==> src/rtl/spi_ram_arbiter_pkg.sv <==
// spi_ram_pkg
//   Shared types for the SPI/host RAM arbiter: SPI command encoding,
//   arbiter FSM states, requester identity and the round-robin pick.
// Ports: none (package).

package spi_ram_pkg;

  // Command field carried in rx_data[9:8] of every SPI slave word.
  typedef enum logic [1:0] {
    WR_ADDR = 2'b00,
    WR_DATA = 2'b01,
    RD_ADDR = 2'b10,
    RD_DATA = 2'b11
  } cmd_e;

  typedef enum logic [2:0] {
    ARB       = 3'd0,
    ACC_SPI   = 3'd1,
    ACC_HOST  = 3'd2,
    CAPT_SPI  = 3'd3,
    CAPT_HOST = 3'd4
  } arb_state_e;

  typedef enum logic {
    SPI  = 1'b0,
    HOST = 1'b1
  } requester_e;

  localparam int CMD_W = 2;

  // On a tie the side that was not served last wins; otherwise whoever asks.
  // The result is only meaningful when at least one request is set.
  function automatic requester_e rr_pick(input logic spi_req,
                                         input logic host_req,
                                         input requester_e last);
    if (spi_req && host_req) begin
      return (last == HOST) ? SPI : HOST;
    end else if (host_req) begin
      return HOST;
    end else begin
      return SPI;
    end
  endfunction

endpackage

==> src/rtl/spi_ram_arbiter_if.sv <==
// spi_ram_arbiter_if
//   Local host access port into the shared RAM.
//   req/we/addr/wdata : request, held by the host until gnt
//   gnt               : one-cycle pulse, request consumed
//   rdata/rvalid      : read data, rvalid is a one-cycle pulse
// Modports: master = host side, slave = arbiter side.

interface spi_ram_arbiter_if #(
  parameter int ADDR_SIZE = 8,
  parameter int DATA_SIZE = 8
) ();

  logic                 req;
  logic                 we;
  logic [ADDR_SIZE-1:0] addr;
  logic [DATA_SIZE-1:0] wdata;
  logic                 gnt;
  logic [DATA_SIZE-1:0] rdata;
  logic                 rvalid;

  modport master (
    output req, we, addr, wdata,
    input  gnt, rdata, rvalid
  );

  modport slave (
    input  req, we, addr, wdata,
    output gnt, rdata, rvalid
  );

endinterface

==> src/rtl/spi_ram_arbiter_cmd_capture.sv <==
// spi_cmd_capture
//   Turns the level-style SPI slave word into single commands: detects the
//   rising edge of rx_valid, decodes the command field, keeps the write and
//   read address latches and holds at most one pending RAM access.
// Ports:
//   clk, rst_n            : clock, async active-low reset
//   rx_data, rx_valid     : word and level from the SPI slave
//   pend_clr              : arbiter is performing the pending access
//   rd_vld_clr            : arbiter has returned read data, read address used
//   pend, pend_we,
//   pend_addr, pend_wdata : pending access for the arbiter
//   rd_nack               : combinational; RD_DATA seen with no read address
//   cmd_err               : one-cycle pulse on a protocol error

module spi_cmd_capture
  import spi_ram_pkg::*;
#(
  parameter int ADDR_SIZE = 8,
  parameter int DATA_SIZE = 8
) (
  input  logic                   clk,
  input  logic                   rst_n,
  input  logic [DATA_SIZE+1:0]   rx_data,
  input  logic                   rx_valid,
  input  logic                   pend_clr,
  input  logic                   rd_vld_clr,
  output logic                   pend,
  output logic                   pend_we,
  output logic [ADDR_SIZE-1:0]   pend_addr,
  output logic [DATA_SIZE-1:0]   pend_wdata,
  output logic                   rd_nack,
  output logic                   cmd_err
);

  logic                 rx_valid_q;
  logic                 rise;
  logic                 busy;
  cmd_e                 cmd;
  logic [DATA_SIZE-1:0] payload;
  logic [ADDR_SIZE-1:0] wr_addr;
  logic [ADDR_SIZE-1:0] rd_addr;
  logic                 rd_addr_vld;

  assign rise    = rx_valid & ~rx_valid_q;
  assign cmd     = cmd_e'(rx_data[DATA_SIZE+CMD_W-1:DATA_SIZE]);
  assign payload = rx_data[DATA_SIZE-1:0];

  // A pending entry being consumed this very cycle counts as free, so a
  // capture landing on the clearing cycle is accepted (set wins).
  assign busy    = pend & ~pend_clr;

  assign rd_nack = rise & ~busy & (cmd == RD_DATA) & ~rd_addr_vld;

  always_ff @(posedge clk or negedge rst_n) begin
    if (!rst_n) begin
      rx_valid_q  <= 1'b0;
      wr_addr     <= '0;
      rd_addr     <= '0;
      rd_addr_vld <= 1'b0;
      pend        <= 1'b0;
      pend_we     <= 1'b0;
      pend_addr   <= '0;
      pend_wdata  <= '0;
      cmd_err     <= 1'b0;
    end else begin
      rx_valid_q <= rx_valid;
      cmd_err    <= 1'b0;

      if (pend_clr) begin
        pend <= 1'b0;
      end
      if (rd_vld_clr) begin
        rd_addr_vld <= 1'b0;
      end

      if (rise) begin
        if (busy) begin
          cmd_err <= 1'b1;
        end else begin
          unique case (cmd)
            WR_ADDR: begin
              wr_addr <= payload[ADDR_SIZE-1:0];
            end
            RD_ADDR: begin
              rd_addr     <= payload[ADDR_SIZE-1:0];
              rd_addr_vld <= 1'b1;
            end
            WR_DATA: begin
              pend       <= 1'b1;
              pend_we    <= 1'b1;
              pend_addr  <= wr_addr;
              pend_wdata <= payload;
            end
            RD_DATA: begin
              if (rd_addr_vld) begin
                pend       <= 1'b1;
                pend_we    <= 1'b0;
                pend_addr  <= rd_addr;
                pend_wdata <= '0;
              end else begin
                cmd_err <= 1'b1;
              end
            end
          endcase
        end
      end
    end
  end

endmodule

==> src/rtl/spi_ram_arbiter.sv <==
// spi_ram_arbiter
//   Shares one single-port RAM between the SPI slave command path and a
//   local host port using round-robin arbitration.
// Ports:
//   clk, rst_n                : clock, async active-low reset
//   spi_rx_data, spi_rx_valid : 10-bit word {cmd, payload} and its level
//   spi_tx_data, spi_tx_valid : read data back to the slave, held while
//                               spi_rx_valid stays high
//   host                      : host request/grant/read-data interface
//   mem_en, mem_we, mem_addr,
//   mem_wdata, mem_rdata      : RAM port, read data one cycle after mem_en
//   cmd_err                   : one-cycle pulse on an SPI protocol error
//
// state     | meaning
// ----------+---------------------------------------------------------
// ARB       | idle, choose between pending SPI access and host request
// ACC_SPI   | RAM strobe for the SPI access, pending entry consumed
// ACC_HOST  | RAM strobe for the host access, host_gnt high
// CAPT_SPI  | RAM read data returned to the SPI slave (if still selected)
// CAPT_HOST | RAM read data latched for the host

module spi_ram_arbiter
  import spi_ram_pkg::*;
#(
  parameter int ADDR_SIZE = 8,
  parameter int DATA_SIZE = 8
) (
  input  logic                 clk,
  input  logic                 rst_n,
  input  logic [DATA_SIZE+1:0] spi_rx_data,
  input  logic                 spi_rx_valid,
  output logic [DATA_SIZE-1:0] spi_tx_data,
  output logic                 spi_tx_valid,
  spi_ram_arbiter_if.slave     host,
  output logic                 mem_en,
  output logic                 mem_we,
  output logic [ADDR_SIZE-1:0] mem_addr,
  output logic [DATA_SIZE-1:0] mem_wdata,
  input  logic [DATA_SIZE-1:0] mem_rdata,
  output logic                 cmd_err
);

  arb_state_e           state;
  arb_state_e           state_nxt;
  requester_e           rr_last;
  requester_e           pick;
  logic                 grant_spi;
  logic                 grant_host;

  logic                 spi_pend;
  logic                 pend_we;
  logic [ADDR_SIZE-1:0] pend_addr;
  logic [DATA_SIZE-1:0] pend_wdata;
  logic                 rd_nack;

  logic [DATA_SIZE-1:0] host_rdata_q;
  logic                 host_rvalid_q;

  spi_cmd_capture #(
    .ADDR_SIZE (ADDR_SIZE),
    .DATA_SIZE (DATA_SIZE)
  ) u_capture (
    .clk        (clk),
    .rst_n      (rst_n),
    .rx_data    (spi_rx_data),
    .rx_valid   (spi_rx_valid),
    .pend_clr   (state == ACC_SPI),
    .rd_vld_clr (state == CAPT_SPI),
    .pend       (spi_pend),
    .pend_we    (pend_we),
    .pend_addr  (pend_addr),
    .pend_wdata (pend_wdata),
    .rd_nack    (rd_nack),
    .cmd_err    (cmd_err)
  );

  // Strobes come straight from the state register, so reset drops them
  // immediately and they last exactly one cycle.
  assign mem_en      = (state == ACC_SPI) || (state == ACC_HOST);
  assign host.gnt    = (state == ACC_HOST);
  assign host.rdata  = host_rdata_q;
  assign host.rvalid = host_rvalid_q;

  always_comb begin
    state_nxt  = state;
    grant_spi  = 1'b0;
    grant_host = 1'b0;
    pick       = rr_pick(spi_pend, host.req, rr_last);

    unique case (state)
      ARB: begin
        if (spi_pend || host.req) begin
          if (pick == SPI) begin
            state_nxt = ACC_SPI;
            grant_spi = 1'b1;
          end else begin
            state_nxt  = ACC_HOST;
            grant_host = 1'b1;
          end
        end
      end
      ACC_SPI:   state_nxt = mem_we ? ARB : CAPT_SPI;
      ACC_HOST:  state_nxt = mem_we ? ARB : CAPT_HOST;
      CAPT_SPI:  state_nxt = ARB;
      CAPT_HOST: state_nxt = ARB;
      default:   state_nxt = ARB;
    endcase
  end

  always_ff @(posedge clk or negedge rst_n) begin
    if (!rst_n) begin
      state         <= ARB;
      rr_last       <= HOST;
      mem_we        <= 1'b0;
      mem_addr      <= '0;
      mem_wdata     <= '0;
      host_rdata_q  <= '0;
      host_rvalid_q <= 1'b0;
      spi_tx_data   <= '0;
      spi_tx_valid  <= 1'b0;
    end else begin
      state <= state_nxt;

      // RAM command fields are only non-zero during the access cycle.
      mem_we    <= 1'b0;
      mem_addr  <= '0;
      mem_wdata <= '0;
      if (grant_spi) begin
        mem_we    <= pend_we;
        mem_addr  <= pend_addr;
        mem_wdata <= pend_wdata;
      end else if (grant_host) begin
        mem_we    <= host.we;
        mem_addr  <= host.addr;
        mem_wdata <= host.wdata;
      end

      if (state == ACC_SPI) begin
        rr_last <= SPI;
      end else if (state == ACC_HOST) begin
        rr_last <= HOST;
      end

      host_rvalid_q <= (state == CAPT_HOST);
      if (state == CAPT_HOST) begin
        host_rdata_q <= mem_rdata;
      end

      // Once the slave lets go of rx_valid the transaction is over; read
      // data arriving after that is simply dropped.
      if (!spi_rx_valid) begin
        spi_tx_valid <= 1'b0;
      end else if (state == CAPT_SPI) begin
        spi_tx_data  <= mem_rdata;
        spi_tx_valid <= 1'b1;
      end else if (rd_nack) begin
        spi_tx_data  <= '0;
        spi_tx_valid <= 1'b1;
      end
    end
  end

endmodule

==> src/flat_wrapper.sv <==
// flat-port wrapper written by rule: the top's interface ports become plain ports
module spi_ram_arbiter_flat import spi_ram_pkg::*;
#(
  parameter int ADDR_SIZE = 8,
  parameter int DATA_SIZE = 8
)
  (clk, rst_n, spi_rx_data, spi_rx_valid, spi_tx_data, spi_tx_valid, mem_en, mem_we, mem_addr, mem_wdata, mem_rdata, cmd_err, host_req, host_we, host_addr, host_wdata, host_gnt, host_rdata, host_rvalid);
  spi_ram_arbiter_if #(.ADDR_SIZE(ADDR_SIZE), .DATA_SIZE(DATA_SIZE)) host_i ();
  input  logic clk;
  input  logic rst_n;
  input  logic [DATA_SIZE+1:0] spi_rx_data;
  input  logic spi_rx_valid;
  output logic [DATA_SIZE-1:0] spi_tx_data;
  output logic spi_tx_valid;
  output logic mem_en;
  output logic mem_we;
  output logic [ADDR_SIZE-1:0] mem_addr;
  output logic [DATA_SIZE-1:0] mem_wdata;
  input  logic [DATA_SIZE-1:0] mem_rdata;
  output logic cmd_err;
  input wire logic [$bits(host_i.req)-1:0] host_req;
  input wire logic [$bits(host_i.we)-1:0] host_we;
  input wire logic [$bits(host_i.addr)-1:0] host_addr;
  input wire logic [$bits(host_i.wdata)-1:0] host_wdata;
  output wire logic [$bits(host_i.gnt)-1:0] host_gnt;
  output wire logic [$bits(host_i.rdata)-1:0] host_rdata;
  output wire logic [$bits(host_i.rvalid)-1:0] host_rvalid;
  assign host_i.req = host_req;
  assign host_i.we = host_we;
  assign host_i.addr = host_addr;
  assign host_i.wdata = host_wdata;
  assign host_gnt = host_i.gnt;
  assign host_rdata = host_i.rdata;
  assign host_rvalid = host_i.rvalid;
  spi_ram_arbiter #(.ADDR_SIZE(ADDR_SIZE), .DATA_SIZE(DATA_SIZE)) u_core (.clk(clk), .rst_n(rst_n), .spi_rx_data(spi_rx_data), .spi_rx_valid(spi_rx_valid), .spi_tx_data(spi_tx_data), .spi_tx_valid(spi_tx_valid), .host(host_i), .mem_en(mem_en), .mem_we(mem_we), .mem_addr(mem_addr), .mem_wdata(mem_wdata), .mem_rdata(mem_rdata), .cmd_err(cmd_err));
endmodule
==> config.mk <==
export PLATFORM = sky130hd
export DESIGN_NAME = spi_ram_arbiter_flat
export DESIGN_NICKNAME = d
export VERILOG_FILES = /design/src/rtl/spi_ram_arbiter_pkg.sv /design/src/rtl/spi_ram_arbiter_if.sv /design/src/rtl/spi_ram_arbiter_cmd_capture.sv /design/src/rtl/spi_ram_arbiter.sv /design/src/flat_wrapper.sv
export SDC_FILE = /design/constraint.sdc
export NUM_CORES = 1
export LEC_CHECK = 0
export ABC_AREA = 1
export ABC_CLOCK_PERIOD_IN_PS = 1900
export CORE_MARGIN = 2
export CORE_UTILIZATION = 30
export DETAILED_ROUTE_END_ITERATION = 16
export GPL_ROUTABILITY_DRIVEN = 0
export PLACE_DENSITY = 0.6
export SETUP_SLACK_MARGIN = 0.1
export SYNTH_ARGS = -nofsm -noshare
export SYNTH_HDL_FRONTEND = slang
export SYNTH_SLANG_ARGS = --single-unit
export TNS_END_PERCENT = 50
==> constraint.sdc <==
create_clock -name clk -period 1.9 [get_ports clk]
set_input_delay 0.19 -clock clk [delete_from_list [all_inputs] [get_ports clk]]
set_output_delay 0.19 -clock clk [all_outputs]
set_load 0.005 [all_outputs]
==> run_1/layer_met1.png <==
The bar under the picture is 20 microns long.
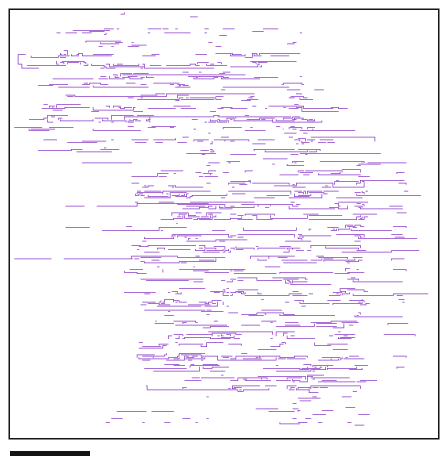
wire length on this layer: 3,460 microns
share of all routed wire: 48%
longest straight run: 30.8 microns
drt total wl: 7240 microns
DR vias: 2,517
met1 GRT Util: 18.5%

==> run_1/layer_met2.png <==
The bar under the picture is 20 microns long.
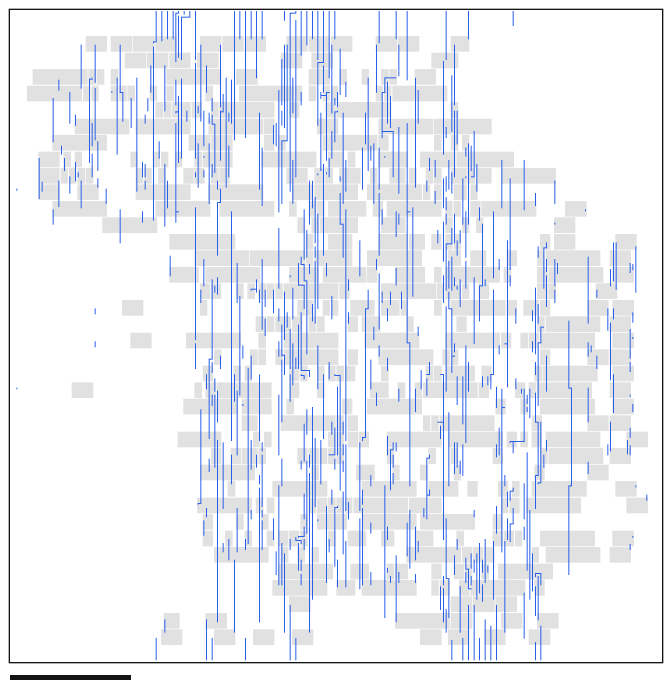
wire length on this layer: 3,280 microns
nets with wire on the layer: 347
GR Util met2: 20.2%

==> run_1/layer_met3.png <==
The bar under the picture is 20 microns long.
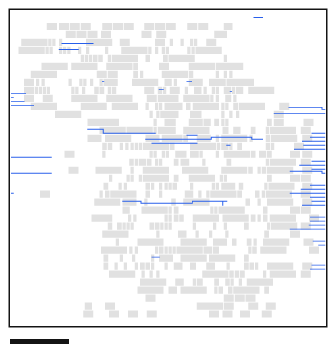
share of all routed wire: 5.1%
nets with wire on the layer: 38
M3 GR Usage: 3.69%

==> results.json, run 1 <==
{
  "rr_worst_depth": 6,
  "clkbuf_count": 11,
  "design_area_sq_um": 4360,
  "h-tree-depth": 3,
  "n_all_buffers": 85,
  "final_cell_count_no_fill": 575,
  "path_depth": 4,
  "fin_crit_sh_pct": 81.3,
  "ys_warn_count": 0,
  "top_area_cell_class": "sequential cells",
  "ff_latch_area_sq_um": 1900,
  "max_freq_ghz": 0.647,
  "grt_busiest_layer": "met2",
  "io-pin-count": 77,
  "synthTopCellsByCount": "137 x nand2_1, 75 x dfrtp_1, 51 x nand3_1, 16 x o21ai_1, 12 x inv_1",
  "crit_family": "flip-flops",
  "cts_buffers": 9,
  "setup-tns-final_ps": 0,
  "cts_buffer_depth": 2,
  "crit_path_cell_trace": "nor2_1, nand2_2, nand2_1, dlygate4sd2_1",
  "worstSetupEndpoint": "mem_en",
  "ys_seq_elements": 76,
  "area_leaders": "dfrtp_1 58%, nand2_1 16%, nand3_1 7.9%",
  "top_layer_used": "met4",
  "cts_setup_buffers": 1,
  "crit_arrival_ps": 1350,
  "internal_power_w": 0.00406,
  "synthFlopType": "dfrtp_1",
  "ys_seq_share_pct": 59.1,
  "rsz0062_at_grt": "false",
  "drive_gt1_share_pct": 12.3,
  "critPathMaxFanout": 6,
  "fin_crit_ps": 1540,
  "rows": 37,
  "cpPeakStageDelay_ps": 430,
  "synthAoiAreaFrac_pct": 5.94,
  "status": "completed",
  "n_tap_cell": 136,
  "grt_pass1_wl_microns": 12300,
  "yosysTopAreaCell": "dfrtp_1",
  "overflow": 0,
  "clk_share_pct": 4.39,
  "layout_top_cell": "nand2_1",
  "finalHoldViolCount": 0,
  "via_per_inst": 4.38,
  "crit_start": "u_core.state[2]",
  "holdWs_ps": 332
}
==> run_1/congestion.png <==
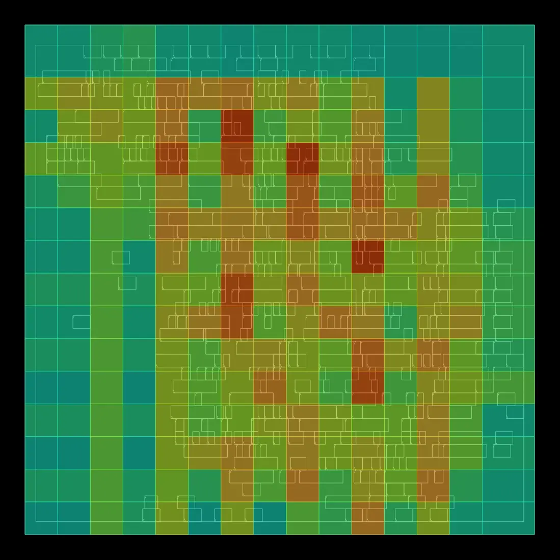

==> run 2, diff against run 1 <==
--- a/config.mk
+++ b/config.mk
@@ -6,12 +6,12 @@
 export NUM_CORES = 1
 export LEC_CHECK = 0
 export ABC_AREA = 1
-export ABC_CLOCK_PERIOD_IN_PS = 1900
+export ABC_CLOCK_PERIOD_IN_PS = 1300
 export CORE_MARGIN = 2
 export CORE_UTILIZATION = 30
 export DETAILED_ROUTE_END_ITERATION = 16
 export GPL_ROUTABILITY_DRIVEN = 0
-export PLACE_DENSITY = 0.6
+export PLACE_DENSITY = 0.62
 export SETUP_SLACK_MARGIN = 0.1
 export SYNTH_ARGS = -nofsm -noshare
 export SYNTH_HDL_FRONTEND = slang
==> constraint.sdc (replaced) <==
create_clock -name clk -period 1.3 [get_ports clk]
set_input_delay 0.13 -clock clk [delete_from_list [all_inputs] [get_ports clk]]
set_output_delay 0.13 -clock clk [all_outputs]
set_load 0.005 [all_outputs]
==> run_2/congestion.png <==
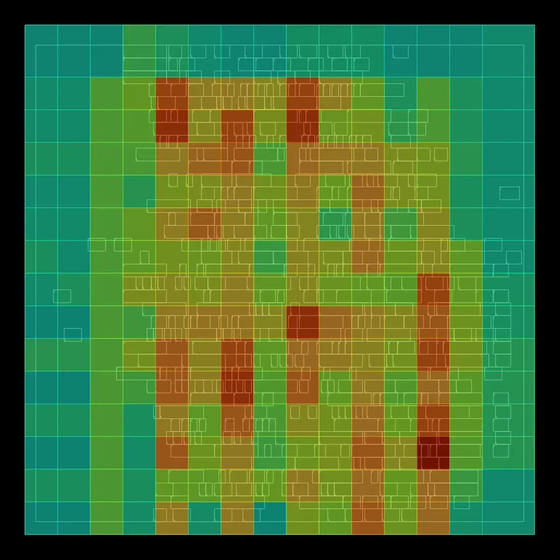
M3 GR Usage: 3.39%
GR Util met2: 22.3%

==> run_2/layer_met2.png <==
The bar under the picture is 20 microns long.
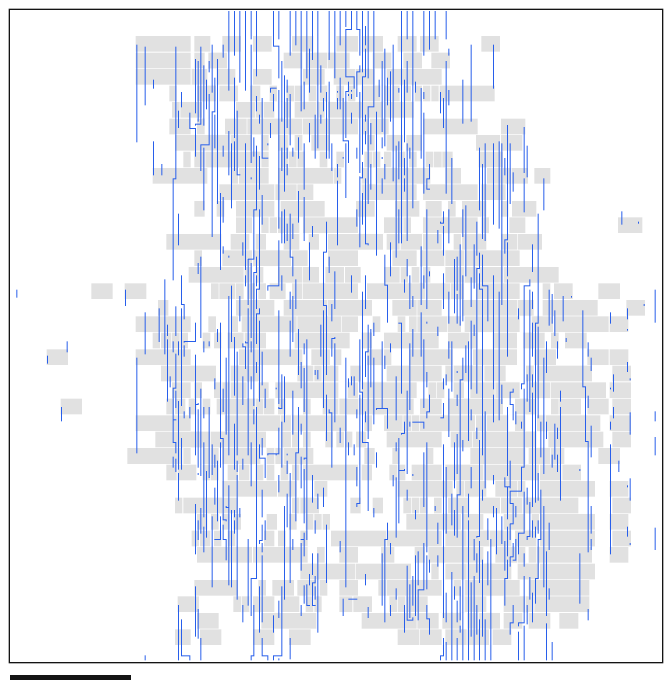
nets with wire on the layer: 408
wire length on this layer: 4,350 microns
share of all routed wire: 50%
main direction: vertical
longest straight run: 38.2 microns
DR vias: 2,805
drt total wl: 8700 microns

==> run_2/layer_met3.png <==
The bar under the picture is 20 microns long.
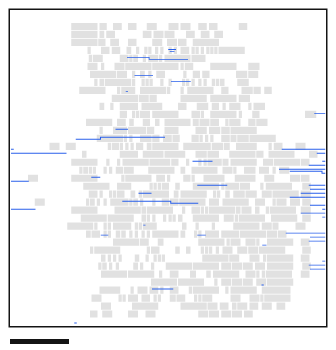
share of all routed wire: 3.5%
longest straight run: 21.8 microns
nets with wire on the layer: 36
main direction: horizontal

==> results.json, run 2 <==
{
  "status": "complete, but fails checks",
  "violations": "negative setup slack",
  "finalHoldViolCount": 0,
  "cts_setup_buffers": 12,
  "n_tap_cell": 136,
  "ys_seq_share_pct": 59.1,
  "synthAoiAreaFrac_pct": 5.94,
  "worstSetupEndpoint": "mem_en",
  "top_area_cell_class": "sequential cells",
  "crit_start": "u_core.state[1]",
  "io-pin-count": 77,
  "clk_share_pct": 3.56,
  "ys_warn_count": 0,
  "h-tree-depth": 3,
  "cts.sinks": 76,
  "rr_worst_depth": 9,
  "setup-tns-final_ps": -2230,
  "clkbuf_count": 9,
  "top_layer_used": "met4",
  "ff_latch_area_sq_um": 1900,
  "rsz0062_at_grt": "true",
  "ys_seq_elements": 76,
  "cpPeakStageDelay_ps": 400,
  "holdWs_ps": 237,
  "via_per_inst": 4.56,
  "path_depth": 6,
  "setup_ws_ps": -134,
  "area_leaders": "dfrtp_1 58%, nand2_1 16%, nand3_1 7.9%",
  "grt_pass1_wl_microns": 13200,
  "fin_crit_ps": 1430,
  "crit_family": "flip-flops",
  "n_all_buffers": 120,
  "layout_top_cell": "nand2_1",
  "cts_buffers": 9,
  "syn2layout_area_growth_pct": 57.1,
  "synthFlopType": "dfrtp_1",
  "internal_power_w": 0.00684,
  "crit_path_cell_trace": "inv_2, nor3_2, buf_4, inv_2, nand2_2, buf_6",
  "final_cell_count_no_fill": 615,
  "fin_crit_sh_pct": 110,
  "drive_gt1_share_pct": 30.5,
  "fp-utilization_pct": 31.1,
  "cts_buffer_depth": 2,
  "synthTopCellsByCount": "137 x nand2_1, 75 x dfrtp_1, 51 x nand3_1, 16 x o21ai_1, 12 x inv_1",
  "max_freq_ghz": 0.697,
  "crit_arrival_ps": 1300,
  "met1_usage_pct": 20.1,
  "setup_violations": 55,
  "power_density_nw_per_um2": 2150
}
==> run_2/layer_met1.png <==
The bar under the picture is 20 microns long.
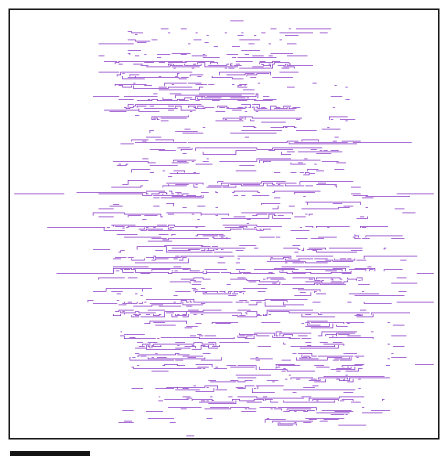

==> run 3, diff against run 2 <==
--- a/config.mk
+++ b/config.mk
@@ -12,7 +12,7 @@
 export DETAILED_ROUTE_END_ITERATION = 16
 export GPL_ROUTABILITY_DRIVEN = 0
 export PLACE_DENSITY = 0.62
-export SETUP_SLACK_MARGIN = 0.1
+export SETUP_SLACK_MARGIN = 0.15
 export SYNTH_ARGS = -nofsm -noshare
 export SYNTH_HDL_FRONTEND = slang
 export SYNTH_SLANG_ARGS = --single-unit
==> constraint.sdc (replaced) <==
create_clock -name clk -period 1.3 [get_ports clk]
set_input_delay 0.13 -clock clk [delete_from_list [all_inputs] [get_ports clk]]
set_output_delay 0.13 -clock clk [all_outputs]
set_load 0.05 [all_outputs]
==> run_3/layer_met1.png <==
The bar under the picture is 20 microns long.
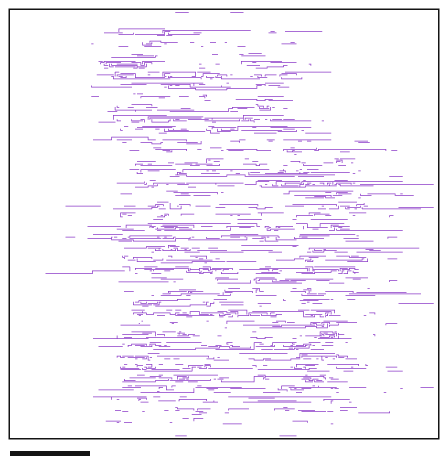
nets with wire on the layer: 461
longest straight run: 27.6 microns
drt total wl: 8640 microns
DR vias: 2,780

==> run_3/congestion.png <==
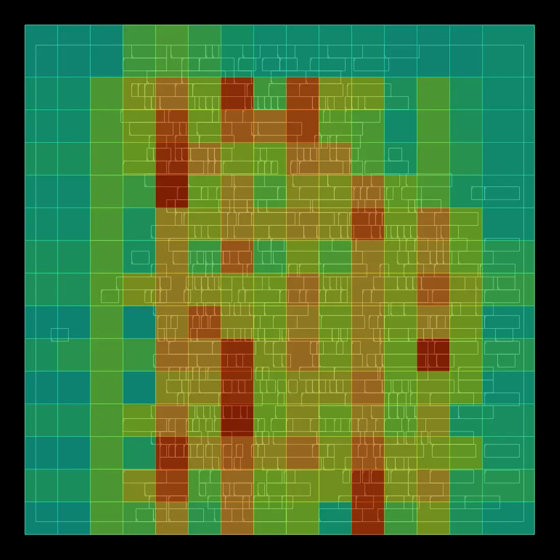
Util after Layout: 50.8%
GRT Total Usage: 16.1%

==> run_3/layer_met3.png <==
The bar under the picture is 20 microns long.
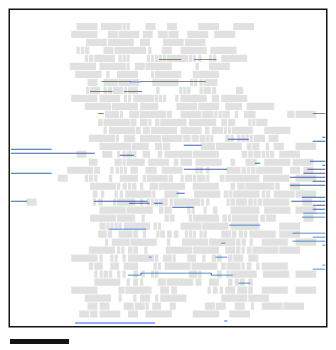
nets with wire on the layer: 42
longest straight run: 28.3 microns
main direction: horizontal
wire length on this layer: 418 microns
M3 GR Usage: 4.06%

==> results.json, run 3 <==
{
  "syn2layout_area_growth_pct": 63.7,
  "area_leaders": "dfrtp_1 58%, nand2_1 16%, nand3_1 7.9%",
  "fp-utilization_pct": 31.1,
  "worstSetupEndpoint": "u_core.mem_wdata[7]",
  "rsz0062_at_grt": "true",
  "power_leakage_nw": 2.54,
  "cts_buffer_depth": 2,
  "rr_worst_depth": 8,
  "crit_path_cell_trace": "buf_4, nor2_1, nand2_2, inv_4, buf_6, bufbuf_16, nand3_1, nand2_1",
  "top_layer_used": "met4",
  "synthFlopType": "dfrtp_1",
  "grt_pass1_wl_microns": 14500,
  "violations": "negative setup slack",
  "n_all_buffers": 109,
  "use_met2_pct": 24.8,
  "ff_latch_area_sq_um": 1910,
  "h-tree-depth": 3,
  "fin_crit_ps": 1480,
  "final_cell_count_no_fill": 605,
  "power_density_nw_per_um2": 2640,
  "layout_top_cell": "nand2_1",
  "io-pin-count": 77,
  "crit_family": "buffers and inverters",
  "path_depth": 8,
  "n_tap_cell": 136,
  "ys_seq_elements": 76,
  "clk_share_pct": 3.89,
  "clkbuf_count": 10,
  "yosys-stat-cells": 351,
  "setup_violations": 32,
  "setup-tns-final_ps": -2230,
  "crit_start": "u_core.state[1]",
  "synthTopCellsByCount": "137 x nand2_1, 75 x dfrtp_1, 51 x nand3_1, 16 x o21ai_1, 12 x inv_1",
  "cts.sinks": 76,
  "cts_setup_buffers": 9,
  "max_freq_ghz": 0.676,
  "cts_buffers": 9,
  "ys_warn_count": 0,
  "synthAoiAreaFrac_pct": 5.94,
  "holdWs_ps": 311,
  "setup_ws_ps": -179,
  "status": "complete, but fails checks",
  "via_per_inst": 4.60,
  "top_area_cell_class": "sequential cells",
  "crit_arrival_ps": 1770
}
